==> run_1/floorplan.png <==
The bar under the picture is 50 um long. Pins as bars on the die edge.
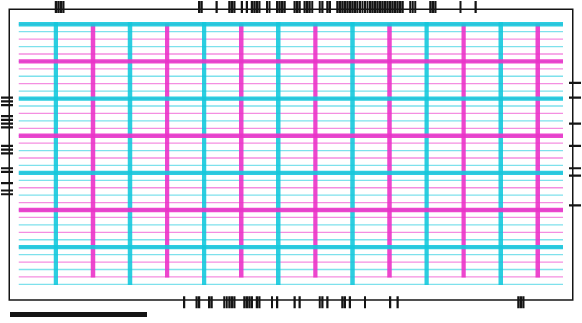
==> run_1/class_map.png <==
The bar under the picture is 50 um long.
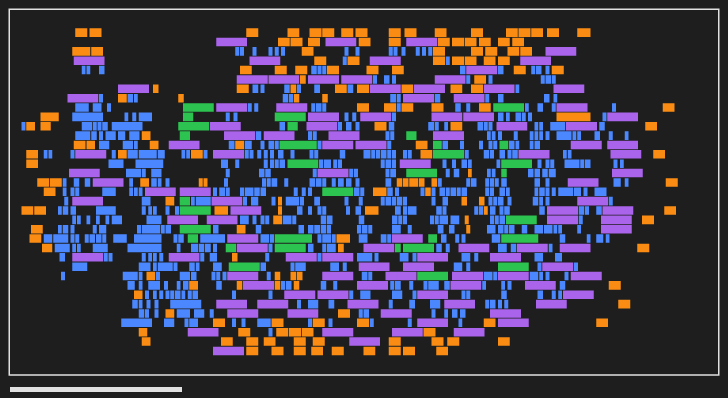
==> run_1/clock_wires.png <==
The bar under the picture is 50 um long.
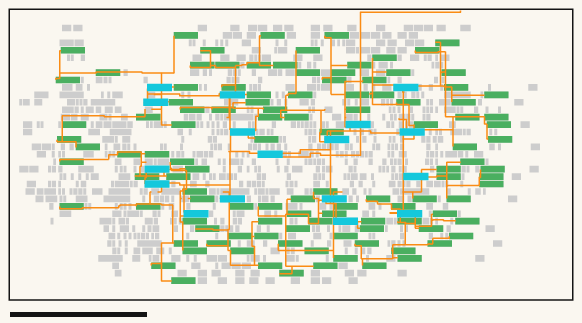
==> run_1/layers.png <==
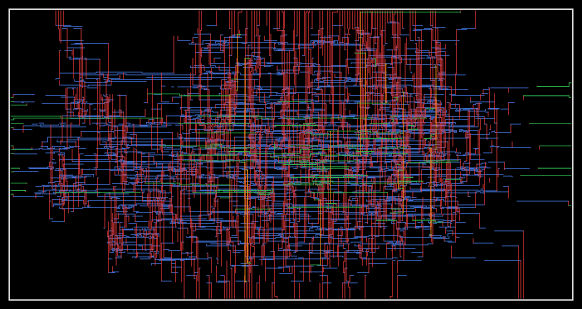
===== src/rtl/axis_hdr_pkg.sv =====
// Shared types and byte-lane helpers for the header-removal path.
package axis_hdr_pkg;

  typedef enum logic [1:0] {
    S_CFG,
    S_FIRST,
    S_STREAM,
    S_FLUSH
  } state_e;

  // Upper bound on bytes per beat; callers cast results down to their own width.
  localparam int unsigned MAX_BYTES = 128;

  // Number of set byte enables.
  function automatic int unsigned keep_to_cnt(input logic [MAX_BYTES-1:0] keep);
    int unsigned cnt;
    cnt = 0;
    for (int unsigned i = 0; i < MAX_BYTES; i++) begin
      if (keep[i]) cnt++;
    end
    return cnt;
  endfunction

  // Mask with the top cnt lanes of an nbytes-wide beat set (lane nbytes-1 is first).
  function automatic logic [MAX_BYTES-1:0] cnt_to_keep(input int unsigned cnt,
                                                       input int unsigned nbytes);
    logic [MAX_BYTES-1:0] m;
    m = '0;
    for (int unsigned i = 0; i < MAX_BYTES; i++) begin
      if ((i < nbytes) && (i + cnt >= nbytes)) m[i] = 1'b1;
    end
    return m;
  endfunction

endpackage


===== src/rtl/axis_reg_slice.sv =====
// Single-entry registered output slot: holds its word until the consumer takes it.
module axis_reg_slice #(
  parameter int unsigned WD = 8
) (
  input  logic          clk,
  input  logic          rst_n,
  input  logic          load_i,
  input  logic [WD-1:0] data_i,
  output logic          free_o,
  output logic          valid_o,
  output logic [WD-1:0] data_o,
  input  logic          ready_i
);

  logic          valid_q, valid_d;
  logic [WD-1:0] data_q, data_d;

  assign free_o  = !valid_q || ready_i;
  assign valid_o = valid_q;
  assign data_o  = data_q;

  // Load wins over drain; the producer only loads when the slot is free.
  always_comb begin
    valid_d = valid_q;
    data_d  = data_q;
    if (load_i) begin
      valid_d = 1'b1;
      data_d  = data_i;
    end else if (ready_i) begin
      valid_d = 1'b0;
    end
  end

  // Slot registers.
  always_ff @(posedge clk or negedge rst_n) begin
    if (!rst_n) begin
      valid_q <= 1'b0;
      data_q  <= '0;
    end else begin
      valid_q <= valid_d;
      data_q  <= data_d;
    end
  end

endmodule


===== src/rtl/axi_stream_remove_header.sv =====
// Strips a per-packet header of byte_remove_cnt bytes and realigns the payload to the MSB lane.
module axi_stream_remove_header
  import axis_hdr_pkg::*;
#(
  parameter int unsigned DATA_WD      = 32,
  parameter int unsigned DATA_BYTE_WD = DATA_WD / 8,
  parameter int unsigned BYTE_CNT_WD  = $clog2(DATA_BYTE_WD)
) (
  input  logic                    clk,
  input  logic                    rst_n,
  input  logic                    valid_remove,
  input  logic [BYTE_CNT_WD-1:0]  byte_remove_cnt,
  output logic                    ready_remove,
  input  logic                    valid_in,
  input  logic [DATA_WD-1:0]      data_in,
  input  logic [DATA_BYTE_WD-1:0] keep_in,
  input  logic                    last_in,
  output logic                    ready_in,
  output logic                    valid_out,
  output logic [DATA_WD-1:0]      data_out,
  output logic [DATA_BYTE_WD-1:0] keep_out,
  output logic                    last_out,
  input  logic                    ready_out,
  output logic                    valid_header,
  output logic [DATA_WD-1:0]      data_header,
  output logic [DATA_BYTE_WD-1:0] keep_header,
  input  logic                    ready_header
);

  localparam int unsigned CNT_WD = BYTE_CNT_WD + 1;
  localparam int unsigned PAY_WD = DATA_WD + DATA_BYTE_WD + 1;
  localparam int unsigned HDR_WD = DATA_WD + DATA_BYTE_WD;

  state_e                   state_q, state_d;
  logic [BYTE_CNT_WD-1:0]   n_q, n_d;
  logic [DATA_WD-1:0]       buf_q, buf_d;
  logic [CNT_WD-1:0]        buf_cnt_q, buf_cnt_d;

  logic                     pay_load, pay_free, pay_last;
  logic [DATA_WD-1:0]       pay_data;
  logic [DATA_BYTE_WD-1:0]  pay_keep;
  logic                     hdr_load, hdr_free;
  logic [DATA_BYTE_WD-1:0]  hdr_keep;
  int unsigned              c, n, rem, take;

  // Next state, slot loads and the combinational ready decodes.
  always_comb begin
    state_d      = state_q;
    n_d          = n_q;
    buf_d        = buf_q;
    buf_cnt_d    = buf_cnt_q;
    ready_remove = 1'b0;
    ready_in     = 1'b0;
    pay_load     = 1'b0;
    pay_data     = '0;
    pay_keep     = '0;
    pay_last     = 1'b0;
    hdr_load     = 1'b0;
    hdr_keep     = '0;
    c            = keep_to_cnt(MAX_BYTES'(keep_in));
    n            = 32'(n_q);
    rem          = (c > n) ? c - n : 0;
    take         = (c < n) ? c : n;

    case (state_q)
      S_CFG: begin
        ready_remove = 1'b1;
        if (valid_remove) begin
          n_d     = byte_remove_cnt;
          state_d = S_FIRST;
        end
      end
      S_FIRST: begin
        ready_in = hdr_free;
        if (valid_in && hdr_free) begin
          hdr_load  = (n != 0);
          hdr_keep  = DATA_BYTE_WD'(cnt_to_keep(n, DATA_BYTE_WD)) & keep_in;
          buf_d     = data_in << (8 * n);
          buf_cnt_d = CNT_WD'(rem);
          state_d   = last_in ? S_FLUSH : S_STREAM;
        end
      end
      S_STREAM: begin
        ready_in = pay_free;
        if (valid_in && pay_free) begin
          pay_load  = 1'b1;
          // The spill term is gated for N=0 instead of relying on a full-width shift.
          pay_data  = buf_q | ((n == 0) ? '0 : (data_in >> (8 * (DATA_BYTE_WD - n))));
          pay_keep  = DATA_BYTE_WD'(cnt_to_keep(32'(buf_cnt_q) + take, DATA_BYTE_WD));
          buf_d     = data_in << (8 * n);
          buf_cnt_d = CNT_WD'(rem);
          if (last_in) begin
            if (c <= n) begin
              pay_last = 1'b1;
              state_d  = S_CFG;
            end else begin
              state_d  = S_FLUSH;
            end
          end
        end
      end
      S_FLUSH: begin
        if (pay_free) begin
          pay_load = 1'b1;
          pay_data = buf_q;
          pay_keep = DATA_BYTE_WD'(cnt_to_keep(32'(buf_cnt_q), DATA_BYTE_WD));
          pay_last = 1'b1;
          state_d  = S_CFG;
        end
      end
      default: state_d = S_CFG;
    endcase
  end

  // Control and realignment registers.
  always_ff @(posedge clk or negedge rst_n) begin
    if (!rst_n) begin
      state_q   <= S_CFG;
      n_q       <= '0;
      buf_q     <= '0;
      buf_cnt_q <= '0;
    end else begin
      state_q   <= state_d;
      n_q       <= n_d;
      buf_q     <= buf_d;
      buf_cnt_q <= buf_cnt_d;
    end
  end

  axis_reg_slice #(.WD(PAY_WD)) u_pay_slot (
    .clk     (clk),
    .rst_n   (rst_n),
    .load_i  (pay_load),
    .data_i  ({pay_data, pay_keep, pay_last}),
    .free_o  (pay_free),
    .valid_o (valid_out),
    .data_o  ({data_out, keep_out, last_out}),
    .ready_i (ready_out)
  );

  axis_reg_slice #(.WD(HDR_WD)) u_hdr_slot (
    .clk     (clk),
    .rst_n   (rst_n),
    .load_i  (hdr_load),
    .data_i  ({data_in, hdr_keep}),
    .free_o  (hdr_free),
    .valid_o (valid_header),
    .data_o  ({data_header, keep_header}),
    .ready_i (ready_header)
  );

endmodule


===== config.mk =====
export PLATFORM = sky130hd
export DESIGN_NAME = axi_stream_remove_header
export DESIGN_NICKNAME = d
export VERILOG_FILES = /design/src/rtl/axis_hdr_pkg.sv /design/src/rtl/axis_reg_slice.sv /design/src/rtl/axi_stream_remove_header.sv
export SDC_FILE = /design/constraint.sdc
export NUM_CORES = 1
export LEC_CHECK = 0
export ABC_AREA = 1
export CAP_MARGIN = 20
export CORE_ASPECT_RATIO = 0.5
export CORE_MARGIN = 3
export CORE_UTILIZATION = 30
export DETAILED_ROUTE_END_ITERATION = 16
export GPL_TIMING_DRIVEN = 0
export HOLD_SLACK_MARGIN = 0.05
export SETUP_SLACK_MARGIN = 0.5
export SYNTH_ARGS = -nofsm -noshare
export SYNTH_HDL_FRONTEND = slang
export SYNTH_SLANG_ARGS = --single-unit

===== constraint.sdc =====
create_clock -name clk -period 3.3 [get_ports clk]
set_input_delay 0.66 -clock clk [delete_from_list [all_inputs] [get_ports clk]]
set_output_delay 0.66 -clock clk [all_outputs]
set_load 0.02 [all_outputs]

==> results.py, run 1 <==
# Auto-generated metrics
metrics = {
    "power": {
        "total_sequential_power_uw": 2450,
        "seqPwrFrac_pct": 25.7,
        "cellInternalPower_uw": 5320,
        "clock_power_share_pct": 20.1,
        "max-vdd-ir-drop_v": 0.000468,
        "power.share.switching_pct": 44.3,
        "pg_clk_uw": 1910,
        "top_power_group": "combinational logic",
        "share_comb_of_total_power_pct": 54.2,
        "areal_power_density_over_the_cells_nw_per_um2": 1140,
        "net_switching_power_of_the_design_uw": 4220,
        "powerComb_uw": 5180,
        "final_total_power_uw": 9540,
        "leakage_uw": 0.00387,
    },
    "cells_and_area": {
        "mostFrequentLayoutCell": "sky130_fd_sc_hd__nand2_1",
        "antenna-diode-count": 0,
        "layout-drive-gt1-share_pct": 14.3,
        "finish.instance_area_um2": 8400,
        "num-multi-input-gates": 522,
        "areaGrowthSynthToFinish_pct": 40.4,
        "seq_area_share_pct": 33.7,
        "multi_input_comb_area_um2": 2760,
        "post_layout_net_count": 971,
        "nonClockInverterCount": 81,
        "buf_share_pct": 18.5,
        "final-clk-cell-share_pct": 7.25,
        "final_core_util_pct": 44.3,
        "layout.area.seq_um2": 2830,
        "num-nonclk-buffers": 172,
        "combAreaFraction_pct": 32.9,
        "clock_buffer_count": 17,
        "layout_top_cells_excl_fill_tap": "sky130_fd_sc_hd__nand2_1, sky130_fd_sc_hd__clkdlybuf4s50_1, sky130_fd_sc_hd__dfrtp_1",
        "largest_register_ff_count": 37,
        "fillCellCount": 1887,
        "ff_count": 113,
        "layout.cells.largest_class": "flip-flops and latches",
        "final_cell_count_no_fill": 1179,
    },
    "placement": {
        "worst_case_setup_slack_after_placement_ns": -1.50,
        "dpl_cell_area_um2": 7610,
        "half_perimeter_wire_length_after_placement_um": 15500,
        "gp_congestion": 0.971,
        "placed_cells_incl_taps": 1134,
        "port_buffers": 120,
    },
    "grt": {
        "grt_pass1_vias": 5753,
        "grt_max_degree": 60,
        "number_of_antenna_violations_at_the_first_check_in_global_routing": 0,
        "gr-usage-met1_pct": 25.0,
        "wire_length_of_the_first_global_routing_pass_um": 31000,
        "grt_util_met2_pct": 29.8,
        "use_met3_pct": 3.39,
        "grt-ovfl-total": 0,
        "grt-busiest-layer": "met2",
    },
    "outcome": {
        "outcome": "finished with violations",
        "violations_in_the_final_reports": "setup timing",
    },
    "synth": {
        "synth-edff-count": 0,
        "postSynthCellCount": 753,
        "yosysMostFrequentCell": "sky130_fd_sc_hd__nand2_1",
        "yosysChipArea_um2": 5980,
        "proportion_of_synthesized_flip_flops_having_asynchronous_set_or_reset_pct": 100,
        "synth_flop_count": 113,
        "yosys_warnings": 0,
        "synthesis.area_um2": 5980,
        "top_cells_by_count": "sky130_fd_sc_hd__nand2_1, sky130_fd_sc_hd__dfrtp_1, sky130_fd_sc_hd__nor2_1",
        "ys.flop_type": "sky130_fd_sc_hd__dfrtp_1",
        "synth_top_cell_by_area": "sky130_fd_sc_hd__dfrtp_1",
        "post_synth_num_cell_types": 39,
        "syn_area_per_cell_um2": 7.95,
        "simple_gate_area_share_pct": 23.0,
        "area_fraction_in_mux_cells_pct": 0,
        "synth_stat.cells": 753,
        "post_synth_main_area_contributors": "sky130_fd_sc_hd__dfrtp_1, sky130_fd_sc_hd__nand2_1, sky130_fd_sc_hd__nor2_1, sky130_fd_sc_hd__inv_1, sky130_fd_sc_hd__a21oi_1",
        "topCombFamilyByArea": "simple AND/OR/NAND/NOR gates",
        "ys_seq_share_pct": 47.3,
        "xor_share_pct": 0.439,
        "synth-adder-area-share_pct": 4.22,
        "top_area_contributor_share_pct": 47.3,
        "post_synth_ao_oa_area_fraction_pct": 16.2,
    },
    "setup_path": {
        "timing.critical_path.to": "u_pay_slot.data_o[4]",
        "cpMaxStageDelayCell": "sky130_fd_sc_hd__fa_2",
        "path_delay_family": "adder cells",
        "crit_path_arrival_time_ns": 3.97,
        "cp_slowest_stage_delay_ns": 0.37,
        "critical_path.startpoint_type": "primary input",
        "crit_path_top_cell_by_count": "sky130_fd_sc_hd__inv_2",
        "critical_path_peak_fanout": 5,
        "reg2reg_setup_slack_ns": 0.28,
        "worst_r2r_endpoint": "u_pay_slot.data_o[4]",
        "critical_path.n_buffers_inverters": 8,
        "cp_num_cells": 26,
        "endpoint_kind": "register",
        "worst-setup-path-type": "in2reg",
        "timing.critical_path.from": "keep_in[1]",
        "rr_worst_depth": 17,
        "worstPathRequired_ns": 3.60,
        "critical_path.reg2reg.startpoint": "n_q[0]",
    },
    "sta": {
        "rsz_0062_raised_after_global_routing": "true",
        "worst_clock_skew_ns": 0.00852,
        "report.final.slew_viol_count": 0,
        "final.setup.tns_ns": -1.06,
        "timing.slew.headroom_pct": 59.7,
        "max_freq_ghz": 0.272,
        "time_the_final_worst_path_needs_with_i_o_delays_and_setup_ns": 3.67,
        "worst-slew-pin-transition_ns": 0.605,
        "finalHoldWorstSlack_ns": 0.186,
        "final-setup-viol-count": 4,
        "period_used_pct": 111,
        "post-route-worst-setup-slack_ns": -0.372,
        "hold_viol_final": 0,
    },
    "clocking": {
        "hold_buffers": 0,
        "path_clk_slew_ns": 0.06,
        "cts.root.buffer_cell": "sky130_fd_sc_hd__clkbuf_16",
        "post_cts_resized": 25,
        "cts.sink_count": 113,
        "cts_inserted_buffers": 17,
        "cts.htree.levels": 4,
        "post-cts-setup-buffer-count": 6,
        "clock_insertion_delay_worst_skew_ns": 0.42,
        "clock_path_buffers": 2,
    },
    "die": {
        "die_height_um": 106,
        "well_tap_count": 259,
        "floorplan.die_area_um2": 21800,
        "core-area_um2": 19000,
        "fp_util_pct": 31.6,
        "horizontal_die_dimension_um": 206,
        "design.portCount": 122,
        "std_cell_rows": 35,
    },
    "drt": {
        "avgViaCountPerCell": 4.97,
        "drt_pre_antenna_iters": 5,
        "top_signal_layer_used": "met4",
        "met3_wirelength_um": 1220,
        "routedLengthMet1_um": 8840,
        "drt_iter0_markers": 498,
        "drcViolationCount": 0,
        "antenna_left": 0,
        "route.vias.total": 5860,
        "met2RoutedLength_um": 9590,
    },
    "hold_path": {
        "min-delay-path-class": "in2async",
    },
    "run": {
        "openroad.warnings": 37,
    },
}
About floorplan.png:
cyan -> VSS
magenta -> VDD
rows = 35
met5 straps = 7
signal pins = 122
met1 rails = 36
met4 straps = 14

About class_map.png:
purple -> registers  # cells 113, share of their area 35%
blue -> remaining logic cells  # cells 603, share of their area 38%
orange -> remaining buffers and delay cells  # cells 172, share of their area 19%
green -> clock drivers and dummy loads  # cells 32, share of their area 7.5%

About clock_wires.png:
cyan -> clock-net drivers  # count 17
orange -> clock wires  # length 1720 um
green -> flip-flops  # count 113
routed clock nets = 18

About layers.png:
orange -> M4  # wire length 423 um
blue -> M1  # wire length 8840 um
red -> M2  # wire length 9590 um
green -> M3  # wire length 1220 um
WL per Instance: 17.0 um
total global-route track usage: 18.5%
total wire length after detailed routing: 20100 um

==> run 2: changes to the inputs <==
- SYNTH_HIERARCHICAL: default -> 1
- clock period: 3.3 -> 4.6 ns (I/O delays scaled with it)
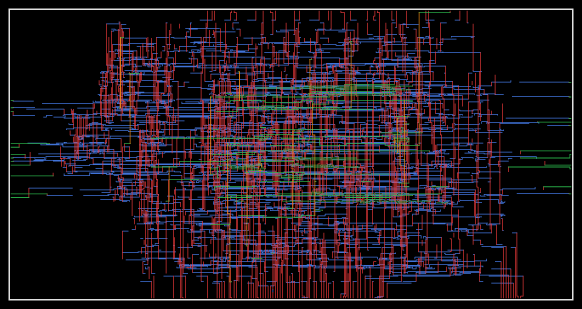
(run_2/layers.png)
orange -> M4  # wire length 424 um
green -> M3  # wire length 1600 um
blue -> M1  # wire length 10300 um
red -> M2  # wire length 10000 um
total global-route track usage: 19.5%
total wire length after detailed routing: 22400 um
total number of vias: 6428
WL per Instance: 17.0 um

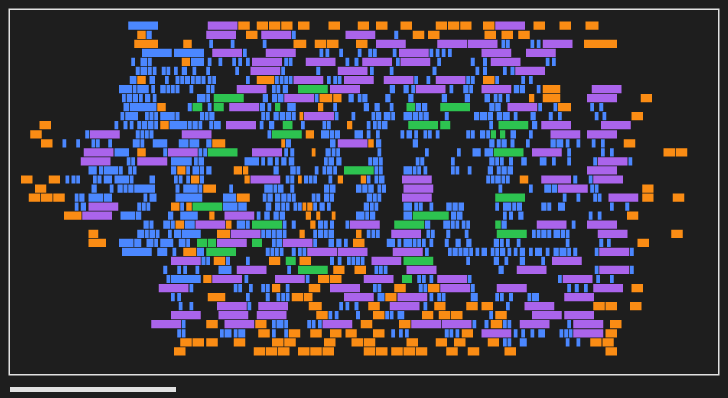
(run_2/class_map.png)
The bar under the picture is 50 um long.
green -> clock drivers and dummy loads  # cells 32, share of their area 6.6%
purple -> registers  # cells 114, share of their area 34%
orange -> remaining buffers and delay cells  # cells 177, share of their area 20%
blue -> remaining logic cells  # cells 719, share of their area 40%

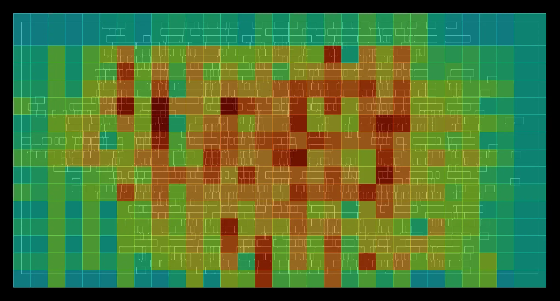
(run_2/congestion_map.png)
final core utilization: 42.5%
met1 Use GR: 26.6%
GRT met3 Usage: 4.68%
global route hottest layer: met2

==> results.py, run 2 <==
# Auto-generated metrics
metrics = {
    "die": {
        "floorplan.die_area_um2": 23300,
        "horizontal_die_dimension_um": 213,
        "fp_util_pct": 30.9,
        "design.portCount": 122,
        "die_height_um": 109,
        "core-area_um2": 20800,
    },
    "setup_path": {
        "critical_path.n_buffers_inverters": 8,
        "worst-setup-path-type": "in2reg",
        "cpMaxStageDelayCell": "sky130_fd_sc_hd__fa_2",
        "worstPathRequired_ns": 4.91,
        "critical_path.startpoint_type": "primary input",
        "crit_path_arrival_time_ns": 4.35,
        "critical_path_peak_fanout": 4,
        "path_delay_family": "adder cells",
        "rr_worst_depth": 10,
        "reg2reg_setup_slack_ns": 1.30,
        "critical_path.reg2reg.startpoint": "n_q[1]",
        "cp_slowest_stage_delay_ns": 0.38,
        "timing.critical_path.to": "u_pay_slot/data_o[4]",
        "worst_r2r_endpoint": "u_pay_slot/data_o[17]",
        "endpoint_kind": "register",
        "crit_path_top_cell_by_count": "sky130_fd_sc_hd__nand2_1",
        "timing.critical_path.from": "keep_in[0]",
    },
    "cells_and_area": {
        "areaGrowthSynthToFinish_pct": 37.6,
        "finish.instance_area_um2": 8840,
        "post_layout_net_count": 1093,
        "layout.area.seq_um2": 2850,
        "final-clk-cell-share_pct": 6.34,
        "fillCellCount": 2116,
        "mostFrequentLayoutCell": "sky130_fd_sc_hd__nand2_1",
        "antenna-diode-count": 0,
        "final_cell_count_no_fill": 1315,
        "clock_buffer_count": 17,
        "ff_count": 114,
        "num-nonclk-buffers": 177,
        "num-multi-input-gates": 630,
        "nonClockInverterCount": 89,
        "layout_top_cells_excl_fill_tap": "sky130_fd_sc_hd__nand2_1, sky130_fd_sc_hd__clkdlybuf4s50_1, sky130_fd_sc_hd__dfrtp_1",
    },
    "outcome": {
        "outcome": "completed",
    },
    "drt": {
        "drt_pre_antenna_iters": 6,
        "antenna_left": 0,
        "met3_wirelength_um": 1600,
        "avgViaCountPerCell": 4.89,
        "drt_iter0_markers": 688,
        "routedLengthMet1_um": 10300,
        "drcViolationCount": 0,
    },
    "sta": {
        "final.setup.tns_ns": 0,
        "report.final.slew_viol_count": 0,
        "rsz_0062_raised_after_global_routing": "true",
        "worst-slew-pin-transition_ns": 0.720,
        "post-route-worst-setup-slack_ns": 0.565,
        "worst_clock_skew_ns": 0.0100,
        "period_used_pct": 87.7,
        "max_freq_ghz": 0.248,
        "time_the_final_worst_path_needs_with_i_o_delays_and_setup_ns": 4.04,
        "hold_viol_final": 0,
        "final-setup-viol-count": 0,
    },
    "synth": {
        "synthesis.area_um2": 6420,
        "synth_top_cell_by_area": "sky130_fd_sc_hd__dfrtp_1",
        "ys.flop_type": "sky130_fd_sc_hd__dfrtp_1",
        "synth-edff-count": 0,
        "synth-adder-area-share_pct": 3.94,
        "post_synth_main_area_contributors": "sky130_fd_sc_hd__dfrtp_1, sky130_fd_sc_hd__nand2_1, sky130_fd_sc_hd__o21ai_0, sky130_fd_sc_hd__inv_1, sky130_fd_sc_hd__ha_1",
        "ys_seq_share_pct": 44.4,
        "yosys_warnings": 6,
        "yosysMostFrequentCell": "sky130_fd_sc_hd__nand2_1",
        "top_area_contributor_share_pct": 44.4,
        "simple_gate_area_share_pct": 29.6,
        "xor_share_pct": 0.136,
        "post_synth_num_cell_types": 35,
        "syn_area_per_cell_um2": 7.34,
        "proportion_of_synthesized_flip_flops_having_asynchronous_set_or_reset_pct": 100,
        "top_cells_by_count": "sky130_fd_sc_hd__nand2_1, sky130_fd_sc_hd__dfrtp_1, sky130_fd_sc_hd__inv_1",
    },
    "clocking": {
        "cts_inserted_buffers": 17,
        "hold_buffers": 0,
        "cts.sink_count": 114,
        "clock_path_buffers": 2,
        "post-cts-setup-buffer-count": 5,
        "cts.htree.levels": 4,
        "cts.root.buffer_cell": "sky130_fd_sc_hd__clkbuf_16",
    },
    "power": {
        "clock_power_share_pct": 18.3,
        "total_sequential_power_uw": 1650,
        "top_power_group": "combinational logic",
        "net_switching_power_of_the_design_uw": 3220,
        "max-vdd-ir-drop_v": 0.000272,
        "leakage_uw": 0.00444,
        "areal_power_density_over_the_cells_nw_per_um2": 783,
    },
    "grt": {
        "grt-ovfl-total": 0,
        "grt_max_degree": 77,
        "wire_length_of_the_first_global_routing_pass_um": 34900,
        "grt_util_met2_pct": 31.4,
        "number_of_antenna_violations_at_the_first_check_in_global_routing": 0,
    },
    "placement": {
        "gp_congestion": 0.967,
        "port_buffers": 121,
        "placed_cells_incl_taps": 1271,
        "half_perimeter_wire_length_after_placement_um": 16900,
    },
    "hold_path": {
        "min-delay-path-class": "in2async",
    },
}
Power is estimated from default activity; no workload was simulated.
